### src/rtl/imsic_msi_arbiter_if.sv
// Requester handshake and gate-side MSI delivery signals of imsic_msi_arbiter.
// master = arbiter side, slave = requester/gate side.
interface imsic_msi_arbiter_if #(
  parameter int NR_REQ         = 2,
  parameter int MSI_INFO_WIDTH = 17
);
  logic [NR_REQ-1:0]                i_req_vld;
  logic [NR_REQ*MSI_INFO_WIDTH-1:0] i_req_info;
  logic [NR_REQ-1:0]                o_req_rdy;
  logic [MSI_INFO_WIDTH-1:0]        o_msi_info;
  logic                             o_msi_info_vld;

  modport master (
    input  i_req_vld, i_req_info,
    output o_req_rdy, o_msi_info, o_msi_info_vld
  );

  modport slave (
    output i_req_vld, i_req_info,
    input  o_req_rdy, o_msi_info, o_msi_info_vld
  );
endinterface

### src/rtl/imsic_msi_arbiter.sv
// Round-robin MSI arbiter: accepted requests queue in a FIFO and replay as fixed-width vld pulses.
// Pulse rises two edges after a request lands on an idle block; o_req_rdy drops while the FIFO is full.
module imsic_msi_arbiter #(
  parameter int NR_REQ         = 2,
  parameter int MSI_INFO_WIDTH = 17,
  parameter int FIFO_DEPTH     = 4,
  parameter int HOLD_CYC       = 4,
  parameter int GAP_CYC        = 4
) (
  input  logic                         clk,
  input  logic                         rstn,
  imsic_msi_arbiter_if.master          bus,
  output logic [$clog2(FIFO_DEPTH):0]  o_fifo_cnt,
  output logic                         o_busy
);
  localparam int W       = MSI_INFO_WIDTH;
  localparam int PTR_W   = $clog2(FIFO_DEPTH);
  localparam int SEL_W   = (NR_REQ > 1) ? $clog2(NR_REQ) : 1;
  localparam int CNT_MAX = (HOLD_CYC > GAP_CYC) ? HOLD_CYC : GAP_CYC;
  localparam int CNT_W   = (CNT_MAX > 1) ? $clog2(CNT_MAX) : 1;

  typedef enum logic [1:0] {IDLE, ASSERT, GAP} state_e;

  state_e            state_q, state_d;
  logic [CNT_W-1:0]  cnt_q, cnt_d;
  logic [W-1:0]      info_q, info_d;
  logic              vld_q, vld_d;
  logic [SEL_W-1:0]  rr_ptr_q, rr_ptr_d;
  logic [PTR_W-1:0]  wptr_q, wptr_d, rptr_q, rptr_d;
  logic [PTR_W:0]    count_q, count_d;
  logic [W-1:0]      mem_q [FIFO_DEPTH];
  logic [W-1:0]      mem_d [FIFO_DEPTH];

  logic [SEL_W-1:0]  grant;
  logic              found;
  logic              any_vld, full, empty, push, pop;
  logic [W-1:0]      push_dat;
  logic [NR_REQ-1:0] req_rdy;

  assign any_vld = |bus.i_req_vld;
  assign full    = (count_q == (PTR_W+1)'(FIFO_DEPTH));
  assign empty   = (count_q == '0);
  assign push    = any_vld & ~full;

  // Two passes give the cyclic scan: indices at/after rr_ptr first, then the wrap-around.
  always_comb begin
    grant = rr_ptr_q;
    found = 1'b0;
    for (int i = 0; i < NR_REQ; i++) begin
      if (!found && bus.i_req_vld[i] && (SEL_W'(i) >= rr_ptr_q)) begin
        grant = SEL_W'(i);
        found = 1'b1;
      end
    end
    for (int i = 0; i < NR_REQ; i++) begin
      if (!found && bus.i_req_vld[i]) begin
        grant = SEL_W'(i);
        found = 1'b1;
      end
    end
  end

  always_comb begin
    req_rdy  = '0;
    push_dat = '0;
    for (int i = 0; i < NR_REQ; i++) begin
      if (grant == SEL_W'(i)) begin
        req_rdy[i] = any_vld & ~full;
        push_dat   = bus.i_req_info[i*W +: W];
      end
    end
  end

  always_comb begin
    rr_ptr_d = rr_ptr_q;
    if (push) begin
      rr_ptr_d = (grant == SEL_W'(NR_REQ - 1)) ? '0 : grant + 1'b1;
    end
  end

  always_comb begin
    mem_d   = mem_q;
    wptr_d  = wptr_q;
    rptr_d  = rptr_q;
    count_d = count_q;
    if (push) begin
      mem_d[wptr_q] = push_dat;
      wptr_d        = wptr_q + 1'b1;
    end
    if (pop) begin
      rptr_d = rptr_q + 1'b1;
    end
    case ({push, pop})
      2'b10:   count_d = count_q + 1'b1;
      2'b01:   count_d = count_q - 1'b1;
      default: count_d = count_q;
    endcase
  end

  // o_msi_info is loaded only when leaving IDLE, so the gates always see a settled word.
  always_comb begin
    state_d = state_q;
    cnt_d   = cnt_q;
    info_d  = info_q;
    vld_d   = vld_q;
    pop     = 1'b0;
    case (state_q)
      IDLE: begin
        if (!empty) begin
          info_d  = mem_q[rptr_q];
          pop     = 1'b1;
          vld_d   = 1'b1;
          cnt_d   = CNT_W'(HOLD_CYC - 1);
          state_d = ASSERT;
        end
      end
      ASSERT: begin
        if (cnt_q != '0) begin
          cnt_d = cnt_q - 1'b1;
        end else begin
          vld_d   = 1'b0;
          cnt_d   = CNT_W'(GAP_CYC - 1);
          state_d = GAP;
        end
      end
      GAP: begin
        if (cnt_q != '0) begin
          cnt_d = cnt_q - 1'b1;
        end else begin
          state_d = IDLE;
        end
      end
      default: state_d = IDLE;
    endcase
  end

  always_ff @(posedge clk or negedge rstn) begin
    if (!rstn) begin
      state_q  <= IDLE;
      cnt_q    <= '0;
      info_q   <= '0;
      vld_q    <= 1'b0;
      rr_ptr_q <= '0;
      wptr_q   <= '0;
      rptr_q   <= '0;
      count_q  <= '0;
      for (int i = 0; i < FIFO_DEPTH; i++) begin
        mem_q[i] <= '0;
      end
    end else begin
      state_q  <= state_d;
      cnt_q    <= cnt_d;
      info_q   <= info_d;
      vld_q    <= vld_d;
      rr_ptr_q <= rr_ptr_d;
      wptr_q   <= wptr_d;
      rptr_q   <= rptr_d;
      count_q  <= count_d;
      mem_q    <= mem_d;
    end
  end

  assign bus.o_req_rdy      = req_rdy;
  assign bus.o_msi_info     = info_q;
  assign bus.o_msi_info_vld = vld_q;
  assign o_fifo_cnt         = count_q;
  assign o_busy             = (state_q != IDLE) || (count_q != '0);
endmodule

### src/flat_wrapper.sv
// flat-port wrapper written by rule: the top's interface ports become plain ports
module imsic_msi_arbiter_flat 
#(
  parameter int NR_REQ         = 2,
  parameter int MSI_INFO_WIDTH = 17,
  parameter int FIFO_DEPTH     = 4,
  parameter int HOLD_CYC       = 4,
  parameter int GAP_CYC        = 4
)
  (clk, rstn, o_fifo_cnt, o_busy, bus_i_req_vld, bus_i_req_info, bus_o_req_rdy, bus_o_msi_info, bus_o_msi_info_vld);
  imsic_msi_arbiter_if #(.NR_REQ(NR_REQ), .MSI_INFO_WIDTH(MSI_INFO_WIDTH)) bus_i ();
  input  logic clk;
  input  logic rstn;
  output logic [$clog2(FIFO_DEPTH):0] o_fifo_cnt;
  output logic o_busy;
  input wire logic [$bits(bus_i.i_req_vld)-1:0] bus_i_req_vld;
  input wire logic [$bits(bus_i.i_req_info)-1:0] bus_i_req_info;
  output wire logic [$bits(bus_i.o_req_rdy)-1:0] bus_o_req_rdy;
  output wire logic [$bits(bus_i.o_msi_info)-1:0] bus_o_msi_info;
  output wire logic [$bits(bus_i.o_msi_info_vld)-1:0] bus_o_msi_info_vld;
  assign bus_i.i_req_vld = bus_i_req_vld;
  assign bus_i.i_req_info = bus_i_req_info;
  assign bus_o_req_rdy = bus_i.o_req_rdy;
  assign bus_o_msi_info = bus_i.o_msi_info;
  assign bus_o_msi_info_vld = bus_i.o_msi_info_vld;
  imsic_msi_arbiter #(.NR_REQ(NR_REQ), .MSI_INFO_WIDTH(MSI_INFO_WIDTH), .FIFO_DEPTH(FIFO_DEPTH), .HOLD_CYC(HOLD_CYC), .GAP_CYC(GAP_CYC)) u_core (.clk(clk), .rstn(rstn), .bus(bus_i), .o_fifo_cnt(o_fifo_cnt), .o_busy(o_busy));
endmodule
### config.mk
export PLATFORM = sky130hd
export DESIGN_NAME = imsic_msi_arbiter_flat
export DESIGN_NICKNAME = d
export VERILOG_FILES = /design/src/rtl/imsic_msi_arbiter_if.sv /design/src/rtl/imsic_msi_arbiter.sv /design/src/flat_wrapper.sv
export SDC_FILE = /design/constraint.sdc
export NUM_CORES = 1
export LEC_CHECK = 0
export CELL_PAD_IN_SITES_DETAIL_PLACEMENT = 0
export CELL_PAD_IN_SITES_GLOBAL_PLACEMENT = 1
export CORE_MARGIN = 1
export CORE_UTILIZATION = 48
export DETAILED_ROUTE_END_ITERATION = 8
export PLACE_DENSITY_LB_ADDON = 0.25
export SKIP_CTS_REPAIR_TIMING = 1
export SYNTH_ARGS = -nofsm -noshare
export SYNTH_HDL_FRONTEND = slang
export SYNTH_SLANG_ARGS = --single-unit
### constraint.sdc
create_clock -name clk -period 4.9 [get_ports clk]
set_input_delay 0.98 -clock clk [delete_from_list [all_inputs] [get_ports clk]]
set_output_delay 0.98 -clock clk [all_outputs]
set_load 0.02 [all_outputs]
Fig. 1: run 1, gate-type map
Drawn at 4 px/um.
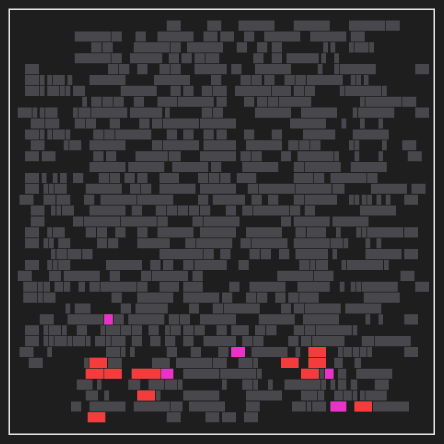
Magenta is and/or cells, cells 5. Red is fa/ha/maj cells, cells 11, most used ha_1.
commonest non-fill, non-tap cell in the layout: sky130_fd_sc_hd__o31ai_1
fraction of standard cell area in multi-input logic: 40.1%
number of standard cells in the final layout excluding fillers: 664

Fig. 2: run 1, placement view
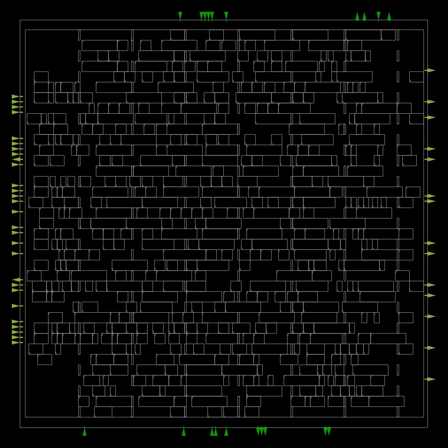
core occupancy in the finished layout: 58.1%
sequential fraction of total cell area: 40.5%
number of tap cells added at floorplan: 136
filler cell count in the final layout: 912

==> impl_metrics.yaml, run 1 <==
# synthesis and place-and-route metrics
finish:
  layout.area.seq_mm2: 0.00245
  bufAreaShareNonClock_pct: 11.2
  fraction_of_final_layout_cells_with_drive_strength_greater_than_1_pct: 10.8
  design.final.nets: 572
  nonClockBufferCount: 70
  post-route-cell-area_mm2: 0.00605
  antenna_diodes: 0
  layout.non_clock_inverters: 32
  register_with_the_most_flip_flops: "u_core.mem_q"
  clock_buffers: 11
  layout_top_cells_excl_fill_tap: "136 x sky130_fd_sc_hd__o31ai_1, 98 x sky130_fd_sc_hd__dfrtp_1, 60 x sky130_fd_sc_hd__clkdlybuf4s50_1"
  largest_register_ffs: 68
  clockNetworkAreaShare_pct: 3.37
yosys:
  ys_chip_area_mm2: 0.00518
  mux_share_pct: 8.33
  post_synth_fa_ha_maj_area_fraction_pct: 2.80
  area_of_the_mapped_netlist_mm2: 0.00518
  post_synth.cell_area_avg_um2: 10.7
  topCombFamilyByArea: "AND-OR/OR-AND gates"
  yosys_cells: 486
  synthAoiAreaFrac_pct: 26.6
  ys_seq_share_pct: 47.3
  edf_count: 0
  mappedNetlistNets: 535
  post-synth-top-count-cell: "sky130_fd_sc_hd__o31ai_1"
  synth-xor-area-share_pct: 1.01
  yosysWarningCount: 0
  netlist_top_cells_area: "sky130_fd_sc_hd__dfrtp_1 47%, sky130_fd_sc_hd__o31ai_1 20%, sky130_fd_sc_hd__mux4_2 7.4%, sky130_fd_sc_hd__nand2_1 3.9%, sky130_fd_sc_hd__a22o_1 3.0%"
  numSynthFlops: 98
  top_cells_by_count: "137 x sky130_fd_sc_hd__o31ai_1, 98 x sky130_fd_sc_hd__dfrtp_1, 54 x sky130_fd_sc_hd__nand2_1"
setup_path:
  worstSetupEndpointType: "output port"
  timing.critical_path.required_ns: 3.92
  timing.rr.end: "u_core.o_fifo_cnt[2]"
  worst-r2r-setup-slack_ns: 1.96
  path_buffers: 4
  critical_path_class: "input pin to output port"
  cell_family_contributing_the_most_delay_on_the_critical_path: "buffers and inverters"
  timing.critical_path.from_type: "input pin"
  cp-startpoint: "bus_i_req_vld[1]"
  crit_path_max_fanout: 19
  crit_chain: "clkdlybuf4s50_1, clkinv_1, buf_4, nor3_1, clkdlybuf4s50_1"
cts:
  clock_path_buffers: 2
  cts_sinks: 98
  cts_buffers: 9
  cts_htree_levels: 3
  tritoncts_clock_tree: "yes"
  cell_at_the_root_of_the_clock_tree: "sky130_fd_sc_hd__clkbuf_8"
  insertion_delay_ns: 0.36
pwr:
  power.group.top: "combinational logic"
  power_switching_share_pct: 41.8
  totalPowerFinal_mw: 4.12
  powerClk_mw: 0.542
  vdd_drop_max_mv: 0.300
  power_frac_comb_pct: 50.9
  leakagePower_nw: 2.56
  clock_power_share_pct: 13.1
  comb_power_mw: 2.10
placement:
  numPlacedInstances: 648
  placement.io_buffers: 61
  place_congestion: 0.765
  placement.cell_area_mm2: 0.00585
  detailed_place_hpwl_mm: 8.17
grt:
  grt_first_pass_wirelength_mm: 21.1
  via_count_of_the_first_global_routing_pass: 4001
  met1_usage_pct: 35.2
route:
  route.detailed.vias_per_inst: 6.18
  detailroute.wirelength.met2_mm: 5.99
  drt_first_iter_violations: 349
  drc: 0
  detailroute.wirelength.met3_um: 788
  postRouteWirelength_mm: 12.9
  met1Wirelength_mm: 5.91
  routed_wire_length_per_instance_um: 19.4
  detail-route-antenna-nets: 0
  top_signal_layer_used: "met4"
sta:
  maxClockFrequency_mhz: 277
  final-setup-viol-count: 0
  timing.setup.tns_ns: 0
  rsz_0062_raised_after_global_routing: "false"
  period_used_pct: 73.7
  layout_min_cycle_time_ns: 3.61
  finalHoldViolations: 0
  worst_slack_ns: 1.29
floorplanning:
  floorplan.core_util_pct: 49.8
  fp.dieArea_mm2: 0.0112
  dieWidth_um: 106
  boundaryPins: 62
run_status:
  run_status: "finished clean"
hold_path:
  worst_hold_path_type: "flop to flop"
flow_run:
  maxCapViolCount: 0
  warnings: 32
Fig. 3: run 1, nets reached from selected ports
Drawn at 2 px/um.
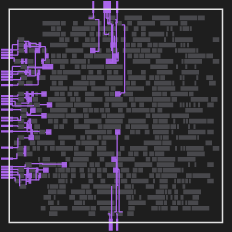
Purple is bus_i_req_info, bits 34, direction input, edge 25 left, 6 top, 3 bottom, end cells 51, buffers 34, wire 663 um.

run 1: worst min-delay path by stage:
stage	depth (start not counted)	slack, ns	startpoint	endpoint
finish	2	0.48	u_core.bus.o_msi_info[6]	u_core.bus.o_msi_info[6]
floorplan	2	0.46	u_core.mem_q[21]	u_core.mem_q[21]
global route	2	0.50	u_core.bus.o_msi_info[16]	u_core.bus.o_msi_info[16]
CTS	2	0.49	u_core.bus.o_msi_info[16]	u_core.bus.o_msi_info[16]
detailed placement	2	0.46	u_core.bus.o_msi_info[11]	u_core.bus.o_msi_info[11]
global placement	2	0.46	u_core.bus.o_msi_info[16]	u_core.bus.o_msi_info[16]
--- run 2 (diff from run 1) ---
--- a/config.mk
+++ b/config.mk
@@ -8,7 +8,7 @@
 export CELL_PAD_IN_SITES_DETAIL_PLACEMENT = 0
 export CELL_PAD_IN_SITES_GLOBAL_PLACEMENT = 1
 export CORE_MARGIN = 1
-export CORE_UTILIZATION = 48
+export CORE_UTILIZATION = 40
 export DETAILED_ROUTE_END_ITERATION = 8
 export PLACE_DENSITY_LB_ADDON = 0.25
 export SKIP_CTS_REPAIR_TIMING = 1
==> constraint.sdc (replaced) <==
create_clock -name clk -period 3.1 [get_ports clk]
set_input_delay 0.62 -clock clk [delete_from_list [all_inputs] [get_ports clk]]
set_output_delay 0.62 -clock clk [all_outputs]
set_load 0.02 [all_outputs]
Fig. 4: run 2, gate-type map
Drawn at 4 px/um.
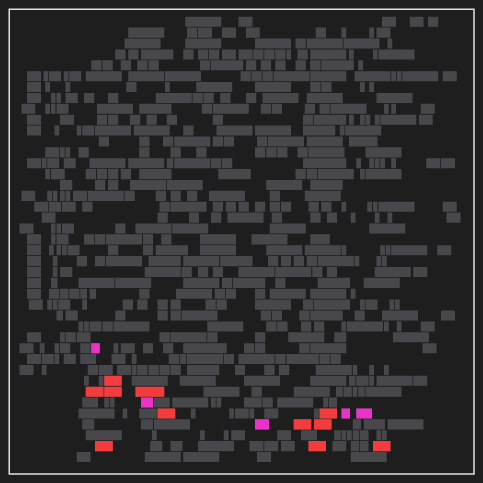
Magenta is and/or cells, cells 5. Red is fa/ha/maj cells, cells 11, most used ha_1.
number of standard cells in the final layout excluding fillers: 702
fraction of standard cell area in multi-input logic: 38.9%

Fig. 5: run 2, nets reached from selected ports
Drawn at 2 px/um.
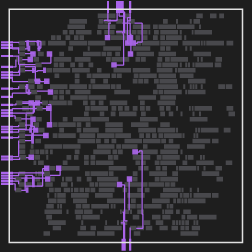
Purple is bus_i_req_info, bits 34, direction input, edge 25 left, 6 top, 3 bottom, end cells 51, buffers 34, wire 679 um.
count of boundary I/O pins: 62
I/O Buffers: 61

Fig. 6: run 2, sizing map
Drawn at 4 px/um.
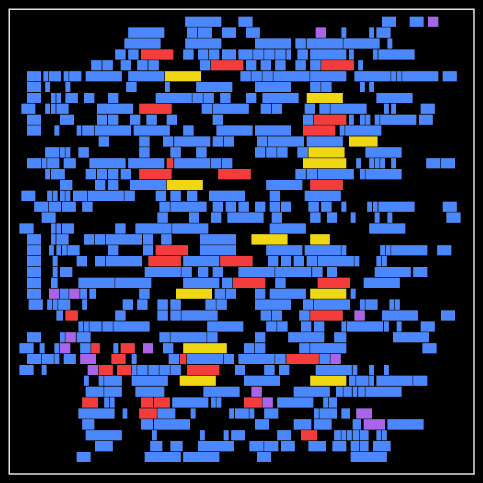
Purple is x3 and x4, cells 15, share 2.8%. Red is x2, cells 31, share 5.8%. Blue is x1 and smaller, cells 471, share 89%. Yellow is x6 and larger, cells 13, share 2.5%.
Area Growth Syn to Fin: 20.4%
non-clock buffer instance count of the final layout: 72
area of all placed cells without fillers: 0.00624 mm^2
min setup slack post-route: 0.188 ns

==> run 2 against run 1 <==
Net effect: via count is 0.27% higher; sequential cell count stayed put; worst hold slack worse by 0.13 ns; non-clock buffer count is 2 higher; die size is 20% higher; global-route usage is 2.5 points lower; synthesized cell count stayed put; total power is 68% higher; critical path depth is 1 lower; clock power is 120% higher; critical endpoint is now o_busy.
==> impl_metrics.yaml, run 2 <==
# synthesis and place-and-route metrics
finish:
  design.final.nets: 574
  fraction_of_final_layout_cells_with_drive_strength_greater_than_1_pct: 11.1
  layout_top_cells_excl_fill_tap: "136 x sky130_fd_sc_hd__o31ai_1, 98 x sky130_fd_sc_hd__dfrtp_1, 60 x sky130_fd_sc_hd__clkdlybuf4s50_1"
  largest_register_ffs: 68
  post-route-util_pct: 49.5
  final_common_cell: "sky130_fd_sc_hd__o31ai_1"
  filler_cell_count: 1202
  antenna_diodes: 0
  register_with_the_most_flip_flops: "u_core.mem_q"
pwr:
  power_frac_comb_pct: 48.0
  seq_cell_power_mw: 2.40
  power_switching_share_pct: 40.2
  vdd_drop_max_mv: 0.405
  clock_power_share_pct: 17.4
  comb_power_mw: 3.32
  powerClk_mw: 1.20
  power_density_over_the_cells_mw_per_mm2: 1110
  cell_internal_pwr_mw: 4.14
  power.group.top: "combinational logic"
  totalPowerFinal_mw: 6.92
  leakagePower_nw: 2.64
setup_path:
  timing.rr.end: "u_core.o_fifo_cnt[2]"
  critPathCapture: "o_busy"
  cell_family_contributing_the_most_delay_on_the_critical_path: "buffers and inverters"
  worstSetupEndpointType: "output port"
  critical_path_class: "flop to output port"
  crit_chain: "inv_1, ha_1, or4b_1, clkdlybuf4s50_1"
  crit_path_max_fanout: 7
  worst-r2r-setup-slack_ns: 0.87
  cp-startpoint: "u_core.state_q[1]"
  crit-reg2reg-launch: "u_core.state_q[0]"
  timing.critical_path.arrival_ns: 2.29
  timing.critical_path.from_type: "flop"
  timing.critical_path.required_ns: 2.48
  path_buffers: 2
run_status:
  run_status: "finished clean"
cts:
  cts_buffers: 9
  clock_path_buffers: 2
  tritoncts_clock_tree: "yes"
  cell_at_the_root_of_the_clock_tree: "sky130_fd_sc_hd__clkbuf_16"
  clkTransAtPathRegs_ns: 0.07
  cts_sinks: 98
  cts_htree_levels: 3
  insertion_delay_ns: 0.35
flow_run:
  maxCapViolCount: 0
  warnings: 32
sta:
  final-setup-viol-count: 0
  layout_min_cycle_time_ns: 2.91
  finalHoldViolations: 0
  period_used_pct: 93.9
  maxClockFrequency_mhz: 343
  post_route_clock_skew_ns: 0.00673
  tightestPinTransition_ns: 0.948
  timing.setup.tns_ns: 0
  rsz_0062_raised_after_global_routing: "false"
yosys:
  topCombFamilyByArea: "AND-OR/OR-AND gates"
  post-synth-top-count-cell: "sky130_fd_sc_hd__o31ai_1"
  numSynthFlops: 98
  synthAoiAreaFrac_pct: 26.6
  post_synth_fa_ha_maj_area_fraction_pct: 2.80
  edf_count: 0
  library_cell_with_the_largest_summed_area_after_synthesis: "sky130_fd_sc_hd__dfrtp_1"
  area_of_the_mapped_netlist_mm2: 0.00518
  post_synth.cell_area_avg_um2: 10.7
  netlist_top_cells_area: "sky130_fd_sc_hd__dfrtp_1 47%, sky130_fd_sc_hd__o31ai_1 20%, sky130_fd_sc_hd__mux4_2 7.4%, sky130_fd_sc_hd__nand2_1 3.9%, sky130_fd_sc_hd__a22o_1 3.0%"
  top_cells_by_count: "137 x sky130_fd_sc_hd__o31ai_1, 98 x sky130_fd_sc_hd__dfrtp_1, 54 x sky130_fd_sc_hd__nand2_1"
  ys_seq_share_pct: 47.3
  ys_chip_area_mm2: 0.00518
  mappedNetlistNets: 535
  synth-xor-area-share_pct: 1.01
  mux_share_pct: 8.33
  yosysWarningCount: 0
  yosys_cells: 486
route:
  route.detailed.vias_per_inst: 5.86
  dr_total_vias: 4113
  detail-route-antenna-nets: 0
  drt_first_iter_violations: 263
  routed_wire_length_per_instance_um: 19.5
  dr.pass1.iters: 5
  drc: 0
  postRouteWirelength_mm: 13.7
hold_path:
  worst_hold_path_type: "input pin to async pin"
placement:
  detailed_place_hpwl_mm: 8.62
  placement.cell_area_mm2: 0.00592
  numPlacedInstances: 686
  place_congestion: 0.722
grt:
  grt_usage_pct: 21.9
  grt_first_pass_wirelength_mm: 22.1
  via_count_of_the_first_global_routing_pass: 4027
  grt_overflow: 0
floorplanning:
  floorplan.core_util_pct: 41.1
  dieWidth_um: 116
  fp.dieArea_mm2: 0.0134
## run 2: cell types whose count changed in the layout (fill, tap and decap cells not counted), sizes merged
cell,before,now
buf,10,12
bufinv,1,2
clkinv,7,8
clkinvlp,2,1
inv,27,26
## run 2: layout make-up
cell class              instances  area [um^2]  area share (%)
clock buffers                  11          243            3.89
clock inverters                 5         77.6            1.24
inverters                      32          120            1.92
multi-input cells             312         2430            38.9
flip-flops and latches         98         2450            39.3
well taps                     172          215            3.45
repair buffers                 72          703            11.3
## run 2: per-layer routing
metal  track usage (%)  vias to the layer above  wire, um
met1              31.9                     2048      6610
met3              3.92                       13       705
li1                  -                     1917         -
met5                 0                        -         0
met2              33.7                      135      6230
met4              5.56                        0       157
Power is estimated from default activity; no workload was simulated.
